$ cat src/rtl/mem_access_pkg.sv
// Shared encodings, FSM state type and lane helpers for the MEM-stage access unit.
// Lanes are little-endian; reserved size 2'b11 behaves as a word everywhere.
package mem_access_pkg;

  localparam logic [1:0] SZ_BYTE = 2'b00;
  localparam logic [1:0] SZ_HALF = 2'b01;
  localparam logic [1:0] SZ_WORD = 2'b10;

  typedef enum logic {
    IDLE   = 1'b0,
    RMW_WR = 1'b1
  } state_t;

  function automatic logic is_misaligned(input logic [1:0] size, input logic [1:0] lane);
    case (size)
      SZ_BYTE: return 1'b0;
      SZ_HALF: return lane[0];
      default: return lane != 2'b00;
    endcase
  endfunction

  function automatic logic [31:0] load_extend(input logic [1:0] size, input logic sgn,
                                              input logic [1:0] lane, input logic [31:0] word);
    logic [7:0]  b;
    logic [15:0] h;
    b = 8'(word >> {lane, 3'b000});
    h = 16'(word >> {lane[1], 4'b0000});
    case (size)
      SZ_BYTE: return {{24{sgn & b[7]}}, b};
      SZ_HALF: return {{16{sgn & h[15]}}, h};
      default: return word;
    endcase
  endfunction

  function automatic logic [31:0] lane_merge(input logic [1:0] size, input logic [1:0] lane,
                                             input logic [31:0] old, input logic [31:0] wdata);
    logic [31:0] mask;
    logic [31:0] data;
    case (size)
      SZ_BYTE: begin
        mask = 32'h0000_00FF << {lane, 3'b000};
        data = {24'b0, wdata[7:0]} << {lane, 3'b000};
      end
      SZ_HALF: begin
        mask = 32'h0000_FFFF << {lane[1], 4'b0000};
        data = {16'b0, wdata[15:0]} << {lane[1], 4'b0000};
      end
      default: begin
        mask = '1;
        data = wdata;
      end
    endcase
    return (old & ~mask) | (data & mask);
  endfunction

endpackage

$ cat src/rtl/mem_lane_align.sv
// Combinational lane steering: load extract/extend and store read-modify-write merge.
module mem_lane_align
  import mem_access_pkg::*;
(
  input  logic [1:0]  size,
  input  logic [1:0]  lane,
  input  logic        is_signed,
  input  logic [31:0] rdata,
  input  logic [31:0] wdata,
  output logic [31:0] load_data,
  output logic [31:0] merged
);

  assign load_data = load_extend(size, is_signed, lane, rdata);
  assign merged    = lane_merge(size, lane, rdata, wdata);

endmodule

$ cat src/rtl/mem_access_unit.sv
// MEM-stage initiator toward a word-organised data memory; sub-word stores use a 2-cycle RMW.
// Optional performance counters are enabled with `define MEM_ACCESS_PERF_EN.
module mem_access_unit
  import mem_access_pkg::*;
#(
  parameter int WORD_IDX_W = 10
) (
  input  logic        clk,
  input  logic        reset,
  input  logic        req_valid,
  output logic        req_ready,
  input  logic        req_write,
  input  logic [1:0]  req_size,
  input  logic        req_signed,
  input  logic [31:0] req_addr,
  input  logic [31:0] req_wdata,
  output logic        resp_valid,
  output logic [31:0] resp_rdata,
  output logic        resp_err,
  output logic        mem_read,
  output logic        mem_write,
  output logic [31:0] mem_address,
  output logic [31:0] mem_write_data,
  input  logic [31:0] mem_read_data
`ifdef MEM_ACCESS_PERF_EN
  ,
  output logic [31:0] perf_loads,
  output logic [31:0] perf_stores,
  output logic [31:0] perf_stall_cycles
`endif
);

  state_t                state, state_nxt;
  logic [WORD_IDX_W-1:0] idx, rmw_idx, addr_idx;
  logic [31:0]           rmw_data, load_data, merged;
  logic                  take, mis, sub_word, err_now, is_load, is_wstore, is_sstore;
  logic                  unused_addr_hi;

  assign unused_addr_hi = ^req_addr[31:WORD_IDX_W+2];

  assign idx       = req_addr[WORD_IDX_W+1:2];
  assign mis       = is_misaligned(req_size, req_addr[1:0]);
  assign sub_word  = (req_size == SZ_BYTE) || (req_size == SZ_HALF);
  assign take      = (state == IDLE) && req_valid && !reset;
  assign err_now   = take && mis;
  assign is_load   = take && !mis && !req_write;
  assign is_wstore = take && !mis && req_write && !sub_word;
  assign is_sstore = take && !mis && req_write && sub_word;

  mem_lane_align u_align (
    .size      (req_size),
    .lane      (req_addr[1:0]),
    .is_signed (req_signed),
    .rdata     (mem_read_data),
    .wdata     (req_wdata),
    .load_data (load_data),
    .merged    (merged)
  );

  always_ff @(posedge clk) begin
    if (reset) state <= IDLE;
    else       state <= state_nxt;
  end

  always_comb begin
    state_nxt = state;
    case (state)
      IDLE:    if (is_sstore) state_nxt = RMW_WR;
      RMW_WR:  state_nxt = IDLE;
      default: state_nxt = IDLE;
    endcase
  end

  // Address and data stay at zero unless a strobe is actually driven.
  always_comb begin
    req_ready      = 1'b0;
    mem_read       = 1'b0;
    mem_write      = 1'b0;
    addr_idx       = '0;
    mem_write_data = '0;
    case (state)
      IDLE: begin
        req_ready = 1'b1;
        if (is_load || is_sstore) begin
          mem_read = 1'b1;
          addr_idx = idx;
        end
        if (is_wstore) begin
          mem_write      = 1'b1;
          addr_idx       = idx;
          mem_write_data = req_wdata;
        end
      end
      RMW_WR: begin
        if (!reset) begin
          mem_write      = 1'b1;
          addr_idx       = rmw_idx;
          mem_write_data = rmw_data;
        end
      end
      default: ;
    endcase
  end

  assign mem_address = 32'(addr_idx);

  always_ff @(posedge clk) begin
    if (reset) begin
      resp_valid <= 1'b0;
      resp_err   <= 1'b0;
      resp_rdata <= '0;
      rmw_idx    <= '0;
      rmw_data   <= '0;
    end else begin
      resp_valid <= is_load || err_now;
      resp_err   <= err_now;
      if (is_load)      resp_rdata <= load_data;
      else if (err_now) resp_rdata <= '0;
      if (is_sstore) begin
        rmw_idx  <= idx;
        rmw_data <= merged;
      end
    end
  end

`ifdef MEM_ACCESS_PERF_EN
  always_ff @(posedge clk) begin
    if (reset) begin
      perf_loads        <= '0;
      perf_stores       <= '0;
      perf_stall_cycles <= '0;
    end else begin
      if (is_load)                perf_loads        <= perf_loads + 32'd1;
      if (is_wstore || is_sstore) perf_stores       <= perf_stores + 32'd1;
      if (state == RMW_WR)        perf_stall_cycles <= perf_stall_cycles + 32'd1;
    end
  end
`endif

endmodule

$ cat config.mk
export PLATFORM = sky130hd
export DESIGN_NAME = mem_access_unit
export DESIGN_NICKNAME = d
export VERILOG_FILES = /design/src/rtl/mem_access_pkg.sv /design/src/rtl/mem_lane_align.sv /design/src/rtl/mem_access_unit.sv
export SDC_FILE = /design/constraint.sdc
export NUM_CORES = 1
export LEC_CHECK = 0
export CAP_MARGIN = 15
export CORE_UTILIZATION = 30
export DETAILED_ROUTE_END_ITERATION = 16
export GPL_TIMING_DRIVEN = 1
export PLACE_DENSITY = 0.62
export SLEW_MARGIN = 20
export SYNTH_ARGS = -nofsm -noshare
export SYNTH_HDL_FRONTEND = slang
export SYNTH_SLANG_ARGS = --single-unit
export TNS_END_PERCENT = 5
$ cat constraint.sdc
create_clock -name clk -period 6.3 [get_ports clk]
set_input_delay 1.26 -clock clk [delete_from_list [all_inputs] [get_ports clk]]
set_output_delay 1.26 -clock clk [all_outputs]
set_load 0.05 [all_outputs]
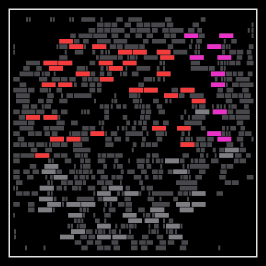
**Above:** run 1 (where the registers sit).
Scale: 2 px per µm. Other sequential cells in the stronger gray, the rest of the logic in the fainter gray.
Key: rmw_idx = magenta [flops 10]; rmw_data = red [flops 32]
Seq area share: 0.2322
Core Util, Final: 0.4709
area taken by flip-flops and latches: 0.001541 mm²
seq pwr: 0.508 mW

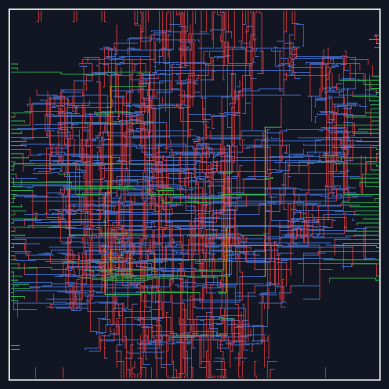
**Above:** run 1 (signal wires by layer).
Scale: 3 px per µm.
Key: met4 = orange [wire length 301 µm]; met2 = red [wire length 7560 µm]; met1 = blue [wire length 7130 µm]; met3 = green [wire length 1250 µm]
overall routing resource usage: 0.2140
average routed wire per standard cell: 19.40 µm

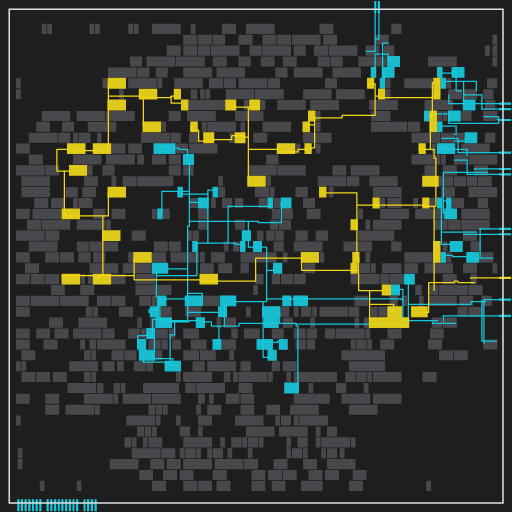
**Above:** run 1 (nets reached from selected ports).
Scale: 4 px per µm.
Key: reset = yellow [bits 1, direction input, edge right, end cells 47, buffers 2, wire 479 µm]; req_addr = cyan [bits 32, direction input, edge 20 bottom, 10 right, 2 top, end cells 58, buffers 14, wire 831 µm]
port buffer count: 161
Ports: 204

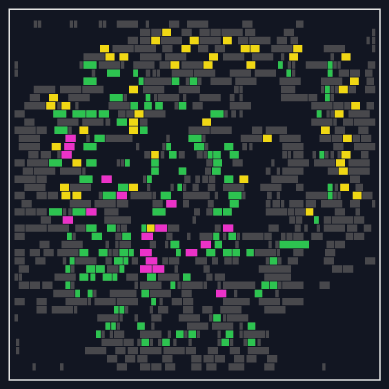
**Above:** run 1 (selected gate families).
Scale: 3 px per µm.
Key: multiplexers = magenta [cells 18, most used mux2i_1]; AND-OR and OR-AND gates = yellow [cells 48, most used a22o_1]; inverting AOI/OAI gates = green [cells 122]
dominant logic cell type in the layout: clkdlybuf4s50_1
Non-Filler Instances: 837
Comb area share: 0.3817

-- run 1: layout make-up --
cell class	instances	area, µm²	area share
Tap cell	180	225.2	0.03393
Timing Repair Buffer	171	1994	0.3005
Inverter	3	16.27	0.002451
Multi-Input combinational cell	390	2534	0.3817
Clock inverter	4	70.07	0.01056
Sequential cell	77	1541	0.2322
Clock buffer	12	256.5	0.03864
-- run 1: state kept, by name, indices dropped and copies added, names as in the netlist --
register	flops
resp_err	1
resp_rdata	32
resp_valid	1
rmw_data	32
rmw_idx	10
state	1
-- run 1: worst register-to-register path, delay by kind of cell (launching register included) --
kind	cells	cell delay, ns
flops	1	0.34
simple gates	2	1.13
compound gates	2	0.40
buf+inv	1	0.43
-- run 1: cell families after synthesis --
family / after synthesis / synth area share
and+or+nand+nor: 180 / 0.1953
AOI/OAI and AO/OA: 170 / 0.3123
DFF: 77 / 0.3507
muxes: 18 / 0.04299
other: 1 / 0.0008532
buffers and inverters: 76 / 0.09792
-- run 1: power by group --
group	internal, mW	switching [mW]	leakage [nW]
sequential	0.500	0.00719	0.624
clock	0.367	0.206	0.163
combinational	0.114	0.183	1.62
total	0.982	0.396	2.41
-- run 1: per-layer routing --
metal,vias to the layer above,part of all wire,track usage
met1,2145,0.44,0.2862
met3,24,0.077,0.04659
li1,2151,-,-
met5,-,0,0
met4,0,0.019,0.07756
met2,202,0.47,0.3374
-- run 1: worst min path at each step --
stage                         startpoint             end  cells after the start
after floorplan             rmw_data[26]    rmw_data[26]                      2
after global placement        rmw_idx[0]      rmw_idx[0]                      2
after detailed placement  resp_rdata[15]  resp_rdata[15]                      2
after CTS                     rmw_idx[3]      rmw_idx[3]                      2
after global routing          rmw_idx[3]      rmw_idx[3]                      2
final                      resp_rdata[5]   resp_rdata[5]                      2
==> impl_metrics.tcl, run 1 <==
# place-and-route summary
set metrics [dict create \
    status "finished, final reports clean" \
    h-tree-depth 3 \
    yosysTopAreaCell "dfxtp_1" \
    vias_per_cell 5.403 \
    worstSetupEndpoint "mem_write_data[8]" \
    pre_cts_slack_ns 0.7926 \
    power.total_mw 1.378 \
    critPathLaunch "req_valid" \
    gp_congestion 0.8561 \
    seq_area_frac_synth 0.3507 \
    reg2reg_to "rmw_data[29]" \
    yosys-stat-cells 522 \
    syn-cell-area_mm2 0.004395 \
    maxCapViolCount 0 \
    hold_viol_final 0 \
    synth.ff_latch_count 77 \
    topCellsByArea "dfxtp_1, a22o_1, nand2_1" \
    clk_latency_ns 0.35 \
    grt_max_degree 65 \
    openroad.warnings 46 \
    core_mm2 0.01410 \
    finalWorstSetupSlack_ns 1.160 \
    hpwl_mm 11.66 \
    root_buffer "clkbuf_16" \
    tightestPinTransition_ns 1.016 \
    cp.buffers_inverters 3 \
    cts_resized 0 \
    worst-r2r-setup-slack_ns 3.93 \
    slew_violations 0 \
    fin_area_mm2 0.006638 \
    grt_pass1_wl_mm 24.20 \
    min_path_type "reg -> reg" \
    period_needed_ns 5.140 \
    final_cell_mix "clkdlybuf4s50_1, nand2_1, dfxtp_1" \
    ctsHoldBuffers 0 \
    postRouteAntennaNets 0 \
    netlist_instances 522 \
    placed_cells 820 \
    p_per_area_mw_per_mm2 207.6 \
    drive_gt1_frac 0.1583 \
    first_global_vias 4127 \
    cp.arrival_ns 3.88 \
]
==> run 2, diff against run 1 <==
- PLACE_DENSITY: 0.62 -> 0.65
- clock period: 6.3 -> 4.5 ns (I/O delays scaled with it)
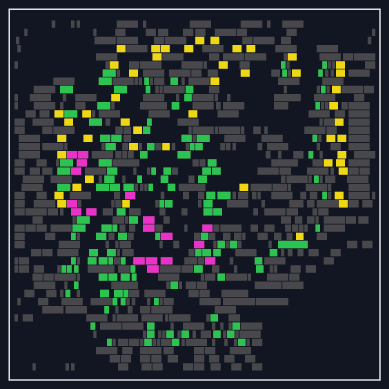
**Above:** run 2 (selected gate families).
Scale: 3 px per µm.
Key: AND-OR and OR-AND gates = yellow [cells 48, most used a22o_1]; multiplexers = magenta [cells 18, most used mux2i_1]; inverting AOI/OAI gates = green [cells 122]
Non-Filler Instances: 839
Comb area share: 0.3730

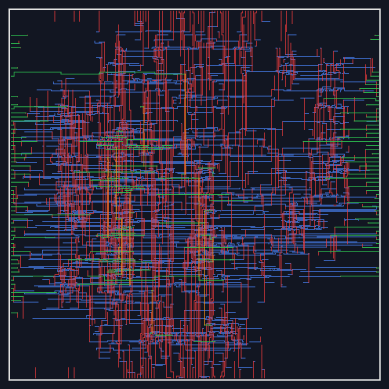
**Above:** run 2 (signal wires by layer).
Scale: 3 px per µm.
Key: met1 = blue [wire length 6860 µm]; met4 = orange [wire length 249 µm]; met2 = red [wire length 7260 µm]; met3 = green [wire length 1110 µm]
via count: 4545
average routed wire per standard cell: 18.44 µm
overall routing resource usage: 0.2031
final WL: 15.47 mm

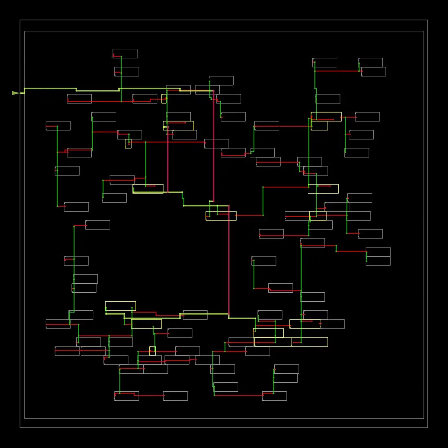
**Above:** run 2 (the clock network).
clk sinks: 77
Late-Pin Clk Latency: 0.34 ns

==> run 2 against run 1 <==
Effect of this change:
- sequential power is about 40% higher
- sequential share of layout area down 0.48 points
- first-iteration DRC count decreased by 24%
- final area grew 2.1%
- die size stayed put
- critical path type unchanged
- critical endpoint unchanged
==> impl_metrics.tcl, run 2 <==
# place-and-route summary
set metrics [dict create \
    port_buffers 161 \
    first_global_vias 4276 \
    status "finished, final reports clean" \
    placed_cells 822 \
    finalWorstSetupSlack_ns 0.5554 \
    drive_gt1_frac 0.1608 \
    maxCapViolCount 0 \
    hold_viol_final 0 \
    pre_cts_slack_ns 0.5720 \
    ys.flop_type "dfxtp_1" \
    final_nets 757 \
    use_met3 0.04566 \
    top_regs "resp_rdata: 32 flops, rmw_data: 32 flops, rmw_idx: 10 flops" \
    maxSlewHeadroom 0.3799 \
    power.total_mw 1.930 \
    syn-cell-area_mm2 0.004395 \
    period_needed_ns 3.945 \
    h-tree-depth 3 \
    openroad.warnings 46 \
    gr-usage-met1 0.2630 \
    final_cell_mix "clkdlybuf4s50_1, nand2_1, dfxtp_1" \
    root_buffer "clkbuf_16" \
    grt_max_degree 65 \
    grt_busiest_layer "met2" \
    cts_resized 0 \
    yosysTopAreaCell "dfxtp_1" \
    yosys-stat-cells 522 \
    grt_pass1_wl_mm 23.14 \
    common_cells "nand2_1, dfxtp_1, a22o_1" \
    postRouteAntennaNets 0 \
    min_path_type "reg -> reg" \
    yosysUniqueCellTypes 45 \
    topCellsByArea "dfxtp_1, a22o_1, nand2_1" \
    cp.arrival_ns 3.04 \
    seq_area_frac_synth 0.3507 \
    grt_use_met2 0.3343 \
    tightestPinTransition_ns 0.9273 \
    synth.ff_latch_count 77 \
    syn_area_per_cell_um2 8.420 \
    slew_violations 0 \
    p_per_area_mw_per_mm2 284.7 \
    lay_top_count "clkdlybuf4s50_1" \
]
-- run 2: cell counts after synthesis --
No cell type changed its count.
-- run 2: final timing paths --
path	from	end	slack [ns]	cells after the start
hold reg to reg	resp_rdata[0]	resp_rdata[0]	0.45	2
setup / recovery	req_valid	mem_write_data[8]	0.56	7
setup reg to reg	state	rmw_data[28]	2.17	5
hold / removal	resp_rdata[0]	resp_rdata[0]	0.45	2
-- run 2: final cells by class --
type	count	area, µm²
well taps	180	225.2
clock inverters	4	70.07
repair buffers	173	2141
inverters	3	16.27
fillers	1336	7317
clock buffers	12	256.5
flip-flops and latches	77	1541
multi-input cells	390	2529
-- run 2: routing by layer --
metal  routed length [µm]  up-vias
li1                     -     2149
met1                 6856     2159
met2                 7258      213
met3                 1108       24
met4                  248        0
met5                    0        -
-- run 2: report_power, final --
part / switching, mW / internal (mW)
Sequential: 0.00980 / 0.701
Combinational: 0.254 / 0.167
Clock: 0.284 / 0.514
-- run 2: per-stage QoR --
step,util,hold WS (ns),instance area [µm²]
detailed placement,0.4570,0.4412,6441
global route,0.4809,0.4703,6779
global placement,0.4570,0.4396,6441
finish,0.4809,0.4498,6779
CTS,0.4801,0.4540,6768
floorplan,-,0.4322,4474
-- run 2: worst max-delay path, stage by stage --
cell and delay (ns):
clkdlybuf4s50_1 0.49, or3b_4 0.41, nor3_1 0.27, and3_1 0.19, buf_4 0.33, a22o_1 0.27, buf_12 0.16
-- run 2: kinds of logic after synthesis --
logic type	share of synthesized area
AND/OR/NAND/NOR	0.1953
AND-OR/OR-AND	0.3123
flip-flops	0.3507
buffers and inverters	0.09792
multiplexers	0.04299
other	0.0008532
No activity file was given, so power comes from the tool's default toggle rates.
